$ cat src/rtl/pipe_hazard_ctrl.sv
// Scoreboard-based issue/stall/flush controller for the vector ASIP decode stage.
// Tracks pending writebacks to 16 scalar + 16 vector registers and sequences jump flushes.
module pipe_hazard_ctrl #(
  parameter int unsigned ALU_LAT      = 3,
  parameter int unsigned MEM_LAT      = 5,
  parameter int unsigned FLUSH_CYCLES = 2
) (
  input  logic        clk,
  input  logic        rst,
  input  logic        id_valid,
  input  logic [1:0]  id_op,
  input  logic [1:0]  id_inst,
  input  logic        id_flagV,
  input  logic [3:0]  id_r1,
  input  logic [3:0]  id_r2,
  input  logic [3:0]  id_r3,
  input  logic        ex_jmp,
  output logic        issue,
  output logic        stall,
  output logic        pc_en,
  output logic        fetch_flush,
  output logic [15:0] stall_cnt
);

  localparam logic [2:0] AluLat    = 3'(ALU_LAT);
  localparam logic [2:0] MemLat    = 3'(MEM_LAT);
  localparam logic [2:0] FlushLoad = 3'(FLUSH_CYCLES - 1);

  typedef enum logic [0:0] {StRun, StFlush} state_e;

  state_e      state_q, state_d;
  logic [2:0]  flush_cnt_q, flush_cnt_d;
  logic [2:0]  sb_q [32];
  logic [2:0]  sb_d [32];
  logic [15:0] stall_cnt_q, stall_cnt_d;

  logic       rd_a_en, rd_b_en, wr_en;
  logic [3:0] rd_a, rd_b;
  logic [2:0] wr_lat;
  logic       hazard, flushing;

  // Register-use decode of the instruction in decode.
  always_comb begin
    rd_a_en = 1'b0;
    rd_b_en = 1'b0;
    wr_en   = 1'b0;
    rd_a    = id_r2;
    rd_b    = id_r3;
    wr_lat  = AluLat;
    unique case (id_op)
      2'b00: begin
        wr_en   = 1'b1;
        rd_a_en = 1'b1;
        rd_b_en = 1'b1;
      end
      2'b01: begin
        if (id_inst == 2'b00) begin
          wr_en   = 1'b1;
          wr_lat  = MemLat;
          rd_a_en = 1'b1;
        end else if (id_inst == 2'b01) begin
          rd_a    = id_r1;
          rd_b    = id_r2;
          rd_a_en = 1'b1;
          rd_b_en = 1'b1;
        end
      end
      default: ;
    endcase
  end

  always_comb begin
    hazard = id_valid & (
             (rd_a_en & (sb_q[{id_flagV, rd_a}] != 3'd0)) |
             (rd_b_en & (sb_q[{id_flagV, rd_b}] != 3'd0)) |
             (wr_en   & (sb_q[{id_flagV, id_r1}] != 3'd0)));
    flushing    = ex_jmp | (state_q == StFlush);
    fetch_flush = rst | flushing;
    stall       = ~rst & hazard & ~flushing;
    issue       = ~rst & id_valid & ~hazard & ~flushing;
    pc_en       = ~rst & ~stall;
    stall_cnt   = stall_cnt_q;
  end

  always_comb begin
    state_d     = state_q;
    flush_cnt_d = flush_cnt_q;
    stall_cnt_d = stall_cnt_q;
    for (int i = 0; i < 32; i++) begin
      sb_d[i] = (sb_q[i] != 3'd0) ? sb_q[i] - 3'd1 : 3'd0;
    end
    if (issue && wr_en) sb_d[{id_flagV, id_r1}] = wr_lat;
    if (stall && stall_cnt_q != 16'hFFFF) stall_cnt_d = stall_cnt_q + 16'd1;

    unique case (state_q)
      StRun: begin
        if (ex_jmp) begin
          state_d     = StFlush;
          flush_cnt_d = FlushLoad;
        end
      end
      StFlush: begin
        if (ex_jmp) begin
          flush_cnt_d = FlushLoad;
        end else if (flush_cnt_q == 3'd0) begin
          state_d = StRun;
        end else begin
          flush_cnt_d = flush_cnt_q - 3'd1;
        end
      end
      default: state_d = StRun;
    endcase
  end

  always_ff @(posedge clk or posedge rst) begin
    if (rst) begin
      state_q     <= StRun;
      flush_cnt_q <= 3'd0;
      stall_cnt_q <= 16'd0;
      for (int i = 0; i < 32; i++) sb_q[i] <= 3'd0;
    end else begin
      state_q     <= state_d;
      flush_cnt_q <= flush_cnt_d;
      stall_cnt_q <= stall_cnt_d;
      for (int i = 0; i < 32; i++) sb_q[i] <= sb_d[i];
    end
  end

endmodule

$ cat config.mk
export PLATFORM = sky130hd
export DESIGN_NAME = pipe_hazard_ctrl
export DESIGN_NICKNAME = d
export VERILOG_FILES = /design/src/rtl/pipe_hazard_ctrl.sv
export SDC_FILE = /design/constraint.sdc
export NUM_CORES = 1
export LEC_CHECK = 0
export CAP_MARGIN = 15
export CORE_MARGIN = 5
export CORE_UTILIZATION = 60
export DETAILED_ROUTE_END_ITERATION = 12
export PLACE_DENSITY = 0.86
export REMOVE_ABC_BUFFERS = 1
export SLEW_MARGIN = 0
export SYNTH_ARGS = -nofsm -noshare
export SYNTH_HDL_FRONTEND = slang
export SYNTH_SLANG_ARGS = --single-unit
$ cat constraint.sdc
create_clock -name clk -period 4.9 [get_ports clk]
set_input_delay 0.98 -clock clk [delete_from_list [all_inputs] [get_ports clk]]
set_output_delay 0.98 -clock clk [all_outputs]
set_load 0.03 [all_outputs]
### Gate families picked out

Drawn at 3 px/um.
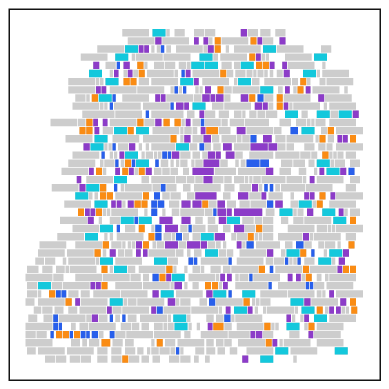
- adder and majority cells: cyan (cells 67; where widely spread)
- inverting AOI/OAI gates: purple (cells 145)
- NAND gates: blue (cells 72)
- AND and OR gates: orange (cells 83; where widely spread)
Commonest Layout Cell: dfrtp_1
filler-free cell count of the finished design: 1100
multi-input gate share of total cell area: 0.460

### Metal layers overlaid

Drawn at 2 px/um. Only two layers are drawn.
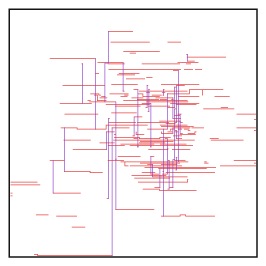
- met4: purple (wire length 664 um)
- met3: red (wire length 1680 um)
Vias: 6633
total wire length: 20900 um
Wirelength per Cell: 19.0 um

==> out/qor.csv <==
metric;value;unit
fraction of the yosys area taken by sequential cells;0.378;
core utilization before placement;0.611;
mean number of vias per cell;6.03;
total routing usage reported by global routing;0.286;
DRC violation count after routing;0;
Final Core Density;0.751;
Avg Synthesized Cell Area;9.53;um2
worst IR drop on VDD;0.000276;V
worst slack at placement;-192;ps
run status;complete, no violations;
tool warnings;89;
leading register cell type out of synthesis;dfrtp_1;
DP Wirelength;14100;um
worst slack on hold paths;476;ps
routing usage on met2;0.478;
endpoint of the worst-slack reg-to-reg timing path;sb_q[37]$_DFF_PP0_;
buffer count excluding the clock tree in the final layout;113;
post-synthesis instance area;0.00768;mm2
switching fraction of total power;0.269;
WP depth;15;
number of distinct library cell variants in the gate-level netlist after synthesis;61;
end point of the worst hold path;sb_q[87]$_DFF_PP0_;
final antenna-violating net count;0;
flip-flop and latch count;116;
total die area;0.0152;mm2
fraction of final layout cells sized beyond drive strength 1;0.207;
critical hold path startpoint;sb_q[87]$_DFF_PP0_;
Buf/Inv on CP;6;
synthesized instance count;806;
htree depth;4;
global route total overflow;0;
fmax;0.206;GHz
via count of the first global-routing pass;6639;
post-synth tally of flip-flops with integrated enable;0;
Core Rows;41;
wire length on met3;1680;um
post-layout min period;4840;ps
Combinational Area;0.00434;mm2
total number of yosys warnings;0;
Setup Viol. Count Final;0;
wire length on met2;10200;um
Storage cell area;0.00290;mm2
biggest area consumer among cell classes;multi-input combinational cells;
number of search-and-repair iterations in the first detailed-routing pass;6;
Req. time, crit path;3920;ps
FF-to-FF path depth;13;
endpoint of the worst setup timing path;pc_en;
quantity of hold-fixing buffers added after cts;0;
class of the tightest hold or removal check;register to register;
largest net degree at the start of global routing;56;
share of the final layout cell area in sequential cells;0.308;
# nets final;1003;
Internal Dissipation;0.00196;W
Max Slew Vio Count;0;
CTS resizes;17;
non-clock inverter total of the final layout;105;
most area-consuming cells after synthesis;dfrtp_1, ha_1, mux2i_1;
multi-input logic cell count;562;
### I/O pins on the die edge

Drawn at 3 px/um. Pins as bars across the die edge, other pins in gray.
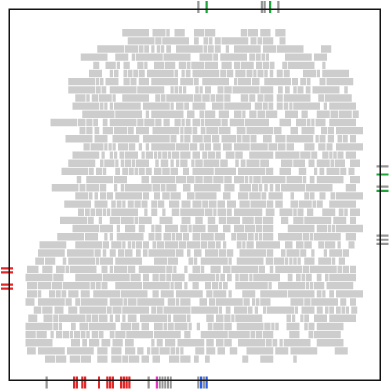
- stall: magenta (pins 1; direction output; edge south)
- id_r2: green (pins 4; direction input; edge 2 north, 2 east)
- stall_cnt: red (pins 16; direction output; edge 12 south, 4 west)
- id_op: blue (pins 2; direction input; edge south)
- all pins by edge: 24 south, 7 east, 6 north, 4 west
height of the chip: 123 um
total of buffers placed on input and output ports: 40
width of the chip: 123 um

### Clock routing

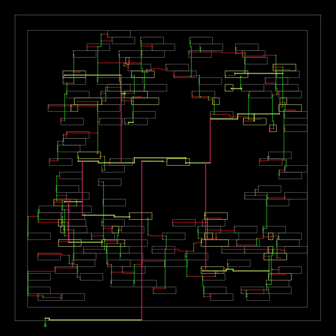
TritonCTS buffer count: 17
Late-Pin Clk Latency: 430 ps

## power by group through the flow
| stage | Combinational (W) | Clock, W | Sequential, W |
|---|---|---|---|
| global route | 0.000431 | 0.00131 | 0.00102 |
| floorplan | 0.000200 | 0 | 0.00105 |
| detailed placement | 0.000371 | 0 | 0.00104 |
| global placement | 0.000359 | 0 | 0.00103 |
| finish | 0.000401 | 0.00126 | 0.00102 |
| CTS | 0.000386 | 0.00127 | 0.00102 |
## registers in the layout, summed over array words and instances (netlist names)
signal,flops
sb_q,96
stall_cnt,16
flush_cnt_q,3
state_q,1
## cells by family after synthesis
logic type | Yosys count | synth area share
fa+ha+maj | 67 | 0.109
xor+xnor | 16 | 0.0182
buf+inv | 129 | 0.0684
simple gates | 253 | 0.183
compound gates | 152 | 0.131
mux | 73 | 0.112
flops | 116 | 0.378
Power and IR drop assume default switching activity.
